--- src/rtl/mips_pkg.sv ---
// Shared MIPS32 pipeline definitions: opcodes, fetch-stage state encoding, reset PC.
package mips_pkg;

    localparam logic [5:0]  OP_BEQ           = 6'b000100;
    localparam logic [5:0]  OP_BNE           = 6'b000101;
    localparam logic [31:0] RESET_PC_DEFAULT = 32'h0000_0000;

    typedef enum logic [1:0] {
        FETCH_REQ,
        FETCH_WAIT,
        FETCH_DROP
    } fetch_state_e;

    function automatic logic [31:0] branch_target(input logic [31:0] pc4,
                                                  input logic [15:0] imm16);
        return pc4 + {{14{imm16[15]}}, imm16, 2'b00};
    endfunction

endpackage

--- src/rtl/if_bht.sv ---
// Branch history table: 2-bit saturating counters, one read port and one training port.
// Only compiled when IF_BHT_EN is defined.
`ifdef IF_BHT_EN
module if_bht #(
    parameter int BHT_BITS = 6
) (
    input  logic                clk,
    input  logic                rst_n,
    input  logic [BHT_BITS-1:0] rd_idx,
    output logic                rd_taken,
    input  logic                upd_valid,
    input  logic                upd_taken,
    input  logic [BHT_BITS-1:0] upd_idx
);

    localparam int ENTRIES = 1 << BHT_BITS;

    logic [1:0] ctr_q [ENTRIES];
    logic [1:0] ctr_d [ENTRIES];

    always_comb begin
        ctr_d = ctr_q;
        if (upd_valid) begin
            if (upd_taken && (ctr_q[upd_idx] != 2'b11)) begin
                ctr_d[upd_idx] = ctr_q[upd_idx] + 2'd1;
            end else if (!upd_taken && (ctr_q[upd_idx] != 2'b00)) begin
                ctr_d[upd_idx] = ctr_q[upd_idx] - 2'd1;
            end
        end
    end

    // Counters start weakly not-taken.
    always_ff @(posedge clk or negedge rst_n) begin
        if (!rst_n) begin
            for (int i = 0; i < ENTRIES; i++) begin
                ctr_q[i] <= 2'b01;
            end
        end else begin
            ctr_q <= ctr_d;
        end
    end

    assign rd_taken = ctr_q[rd_idx][1];

endmodule
`endif

--- src/rtl/if_fetch.sv ---
// MIPS32 instruction-fetch stage: PC, single-outstanding imem handshake, two-deep buffering.
// Optional branch prediction is enabled by defining IF_BHT_EN.
module if_fetch
    import mips_pkg::*;
#(
    parameter logic [31:0] RESET_PC = RESET_PC_DEFAULT,
    parameter int          BHT_BITS = 6
) (
    input  logic        clk,
    input  logic        rst_n,
    input  logic        stall,
    input  logic        redirect,
    input  logic [31:0] redirect_pc,
    output logic        imem_req,
    output logic [31:0] imem_addr,
    input  logic        imem_gnt,
    input  logic        imem_rvalid,
    input  logic [31:0] imem_rdata,
    input  logic        upd_valid,
    input  logic        upd_taken,
    input  logic [31:0] upd_pc,
    output logic        fetch_valid,
    output logic [31:0] fetch_pc4,
    output logic [31:0] fetch_instr,
    output logic        fetch_pred
);

    fetch_state_e state_q, state_d;

    logic [31:0] pc_q, pc_d;
    logic [31:0] pending_pc4_q, pending_pc4_d;
    logic        fetch_valid_q, fetch_valid_d;
    logic [31:0] fetch_pc4_q, fetch_pc4_d;
    logic [31:0] fetch_instr_q, fetch_instr_d;
    logic        fetch_pred_q, fetch_pred_d;
    logic        hold_valid_q, hold_valid_d;
    logic [31:0] hold_pc4_q, hold_pc4_d;
    logic [31:0] hold_instr_q, hold_instr_d;
    logic        hold_pred_q, hold_pred_d;

    logic        granted;
    logic        rsp_accept;
    logic        consume;
    logic        is_branch;
    logic        bht_taken;
    logic        pred_taken;
    logic [31:0] rsp_pc;
    logic [31:0] rsp_target;
    logic        unused_bits;

    assign granted    = imem_req && imem_gnt;
    assign rsp_accept = (state_q == FETCH_WAIT) && imem_rvalid;
    assign consume    = fetch_valid_q && !stall;
    assign rsp_pc     = pending_pc4_q - 32'd4;
    assign is_branch  = (imem_rdata[31:26] == OP_BEQ) || (imem_rdata[31:26] == OP_BNE);
    assign rsp_target = branch_target(pending_pc4_q, imem_rdata[15:0]);
    assign pred_taken = is_branch && bht_taken;

`ifdef IF_BHT_EN
    if_bht #(
        .BHT_BITS (BHT_BITS)
    ) u_bht (
        .clk       (clk),
        .rst_n     (rst_n),
        .rd_idx    (rsp_pc[BHT_BITS+1:2]),
        .rd_taken  (bht_taken),
        .upd_valid (upd_valid),
        .upd_taken (upd_taken),
        .upd_idx   (upd_pc[BHT_BITS+1:2])
    );
    assign unused_bits = ^{rsp_pc[31:BHT_BITS+2], rsp_pc[1:0],
                           upd_pc[31:BHT_BITS+2], upd_pc[1:0]};
`else
    assign bht_taken   = 1'b0;
    assign unused_bits = ^{rsp_pc, rsp_pc[BHT_BITS+1:2], upd_valid, upd_taken, upd_pc};
`endif

    always_ff @(posedge clk or negedge rst_n) begin
        if (!rst_n) begin
            state_q <= FETCH_REQ;
        end else begin
            state_q <= state_d;
        end
    end

    // A redirect that coincides with the response it would orphan needs no DROP: the
    // stale word is simply not captured and no request remains outstanding.
    always_comb begin
        state_d = state_q;
        unique case (state_q)
            FETCH_REQ: begin
                if (granted) state_d = redirect ? FETCH_DROP : FETCH_WAIT;
            end
            FETCH_WAIT: begin
                if (imem_rvalid)   state_d = FETCH_REQ;
                else if (redirect) state_d = FETCH_DROP;
            end
            FETCH_DROP: begin
                if (imem_rvalid) state_d = FETCH_REQ;
            end
            default: state_d = FETCH_REQ;
        endcase
    end

    always_comb begin
        imem_req  = (state_q == FETCH_REQ) && !hold_valid_q;
        imem_addr = pc_q;
    end

    // Hold is always empty while a request is outstanding, so an arriving word never
    // competes with a hold-to-slot refill.
    always_comb begin
        pc_d          = pc_q;
        pending_pc4_d = pending_pc4_q;
        fetch_valid_d = fetch_valid_q;
        fetch_pc4_d   = fetch_pc4_q;
        fetch_instr_d = fetch_instr_q;
        fetch_pred_d  = fetch_pred_q;
        hold_valid_d  = hold_valid_q;
        hold_pc4_d    = hold_pc4_q;
        hold_instr_d  = hold_instr_q;
        hold_pred_d   = hold_pred_q;

        if (granted) begin
            pc_d          = pc_q + 32'd4;
            pending_pc4_d = pc_q + 32'd4;
        end

        if (consume) begin
            if (hold_valid_q) begin
                fetch_pc4_d   = hold_pc4_q;
                fetch_instr_d = hold_instr_q;
                fetch_pred_d  = hold_pred_q;
                hold_valid_d  = 1'b0;
            end else begin
                fetch_valid_d = 1'b0;
            end
        end

        if (rsp_accept) begin
            if (pred_taken) pc_d = rsp_target;
            if (!fetch_valid_q || !stall) begin
                fetch_valid_d = 1'b1;
                fetch_pc4_d   = pending_pc4_q;
                fetch_instr_d = imem_rdata;
                fetch_pred_d  = pred_taken;
            end else begin
                hold_valid_d  = 1'b1;
                hold_pc4_d    = pending_pc4_q;
                hold_instr_d  = imem_rdata;
                hold_pred_d   = pred_taken;
            end
        end

        if (redirect) begin
            pc_d          = redirect_pc;
            fetch_valid_d = 1'b0;
            hold_valid_d  = 1'b0;
        end
    end

    always_ff @(posedge clk or negedge rst_n) begin
        if (!rst_n) begin
            pc_q          <= RESET_PC;
            pending_pc4_q <= 32'd0;
            fetch_valid_q <= 1'b0;
            fetch_pc4_q   <= 32'd0;
            fetch_instr_q <= 32'd0;
            fetch_pred_q  <= 1'b0;
            hold_valid_q  <= 1'b0;
            hold_pc4_q    <= 32'd0;
            hold_instr_q  <= 32'd0;
            hold_pred_q   <= 1'b0;
        end else begin
            pc_q          <= pc_d;
            pending_pc4_q <= pending_pc4_d;
            fetch_valid_q <= fetch_valid_d;
            fetch_pc4_q   <= fetch_pc4_d;
            fetch_instr_q <= fetch_instr_d;
            fetch_pred_q  <= fetch_pred_d;
            hold_valid_q  <= hold_valid_d;
            hold_pc4_q    <= hold_pc4_d;
            hold_instr_q  <= hold_instr_d;
            hold_pred_q   <= hold_pred_d;
        end
    end

    assign fetch_valid = fetch_valid_q;
    assign fetch_pc4   = fetch_pc4_q;
    assign fetch_instr = fetch_instr_q;
    assign fetch_pred  = fetch_pred_q;

endmodule
--- config.mk ---
export PLATFORM = sky130hd
export DESIGN_NAME = if_fetch
export DESIGN_NICKNAME = d
export VERILOG_FILES = /design/src/rtl/mips_pkg.sv /design/src/rtl/if_bht.sv /design/src/rtl/if_fetch.sv
export SDC_FILE = /design/constraint.sdc
export NUM_CORES = 1
export LEC_CHECK = 0
export ABC_AREA = 1
export CORE_ASPECT_RATIO = 1.4
export CORE_UTILIZATION = 40
export CTS_CLUSTER_DIAMETER = 200
export DETAILED_ROUTE_END_ITERATION = 8
export MAX_ROUTING_LAYER = met4
export PLACE_DENSITY = 0.66
export SLEW_MARGIN = 25
export SYNTH_ARGS = -nofsm -noshare
export SYNTH_HDL_FRONTEND = slang
export SYNTH_SLANG_ARGS = --single-unit
--- constraint.sdc ---
create_clock -name clk -period 1.7 [get_ports clk]
set_input_delay 0.17 -clock clk [delete_from_list [all_inputs] [get_ports clk]]
set_output_delay 0.17 -clock clk [all_outputs]
set_load 0.02 [all_outputs]
==> images/clock_wires.png <==
Drawn at 2 px/µm.
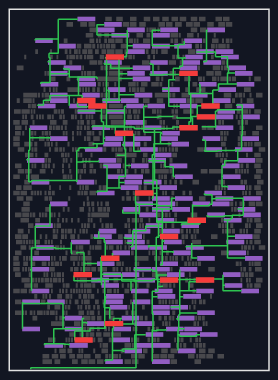
- flip-flops: purple (count 197)
- clock-net drivers: red (count 17)
- clock wires: green (length 2340 µm)
- routed clock nets: 18
- flops lie: spread over the die

==> images/m3.png <==
Drawn at 3 px/µm.
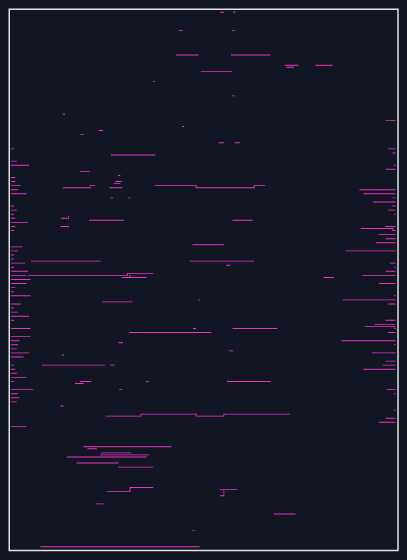
- longest straight run: 52.7 µm
- share of all routed wire: 3.9%
- nets with wire on the layer: 135
- main direction: horizontal
- wire length on this layer: 963 µm

==> images/clock_nets.png <==
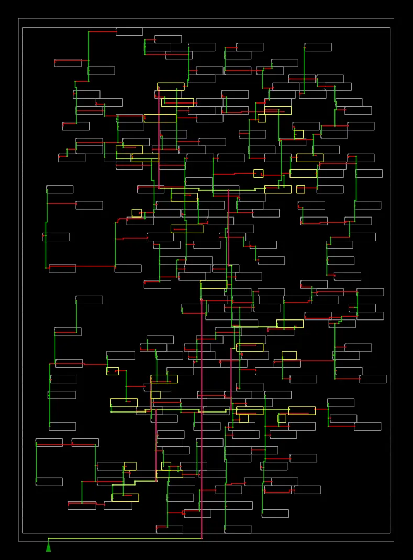
seq_cells: 197
clk latency late pin: 0.44 ns

==> images/sizing.png <==
Drawn at 3 px/µm.
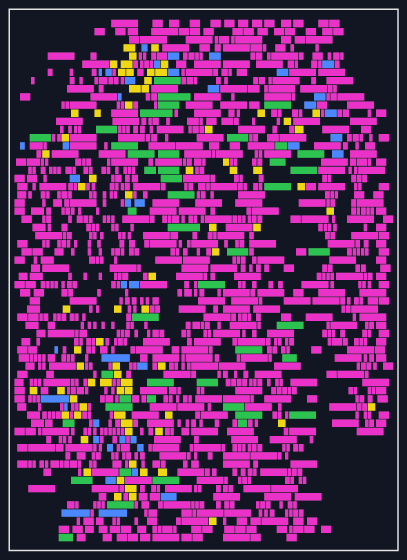
- x3 and x4: yellow (cells 73; share 5.6%)
- x6 and larger: green (cells 45; share 3.5%)
- x1 and smaller: magenta (cells 1143; share 88%)
- x2: blue (cells 41; share 3.1%)

==> results.txt <==
impl run done, here's what came out: status=complete, no violations, reg2reg path depth=10, hold path start=redirect, Cell Type Count=32, Residual DRC=0, number of antenna violations at the first check in global routing=0, Core ar.=22000 µm², vias post-DR=7940, Async SR Flop Fraction=1.00, most frequent cells after synthesis=nand2_1, dfrtp_1, o21ai_0, inv_1, nor2_1, Crit path max-delay family=buffers and inverters, Die H=180 µm, Leakage=5.87 nW, Peak supply drop=0.000834 V, drt pass-1 iters=5, final antenna diode count=0, Combinational Area=3470 µm², gr usage total=0.226, Hold Path Class=input pin to flop, Flop area=4930 µm², setup violators final=0, Pre-Place Util=0.411, # resized after CTS=21, PortBufs=168
where the power goes:
group,total (mW),internal [mW],switching (mW)
Clock,4.27,2.40,1.88
Sequential,7.29,6.25,1.04
Combinational,6.93,3.10,3.84
area by class of cell:
| class | instances | area share |
|---|---|---|
| Sequential cell | 197 | 0.401 |
| Multi-Input combinational cell | 706 | 0.282 |
| Timing Repair Buffer | 243 | 0.198 |
| Inverter | 124 | 0.0382 |
| Clock buffer | 18 | 0.0357 |
| Tap cell | 297 | 0.0302 |
| Clock inverter | 14 | 0.0152 |
worst register-to-register path, cell delays in order (launching register included):
cell and delay (ns):
dfrtp_1 0.38, ha_2 0.22, nand2_2 0.09, nor2_4 0.15
nand2_4 0.09, buf_6 0.13, nor2_4 0.18, nand2_1 0.10
nand2_2 0.08, nand3_1 0.07, o21ai_1 0.10
kinds of logic after synthesis:
group / Yosys count
simple gates: 435
flops: 197
fa+ha+maj: 1
compound gates: 250
xor+xnor: 3
mux: 17
buf+inv: 181
routing by layer:
metal  global-route usage  vias up  wire (µm)
li1                     -     3940          -
met1                0.285     3753      10700
met2                0.358      206      12000
met3               0.0318       41        963
met4                0.105        0        981
met5                    -        -          0
stage by stage:
| stage | power [mW] | std cells |
|---|---|---|
| finish | 18.5 | 1599 |
| global route | 19.6 | 1599 |
| CTS | 18.5 | 1595 |
| detailed placement | 14.2 | 1562 |
| global placement | 14.1 | 1562 |
| floorplan | 10.7 | 1084 |
sequential cells by signal, summed over array words and instances, names as in the netlist:
register and count:
pending_pc4_q 32, fetch_pc4 32, imem_addr 32, hold_instr_q 32, fetch_pred 1, hold_valid_q 1
fetch_valid 1, fetch_instr 32, state_q 2, hold_pc4_q 32
Power figures rest on the tool's default switching activity, not on a simulated workload.
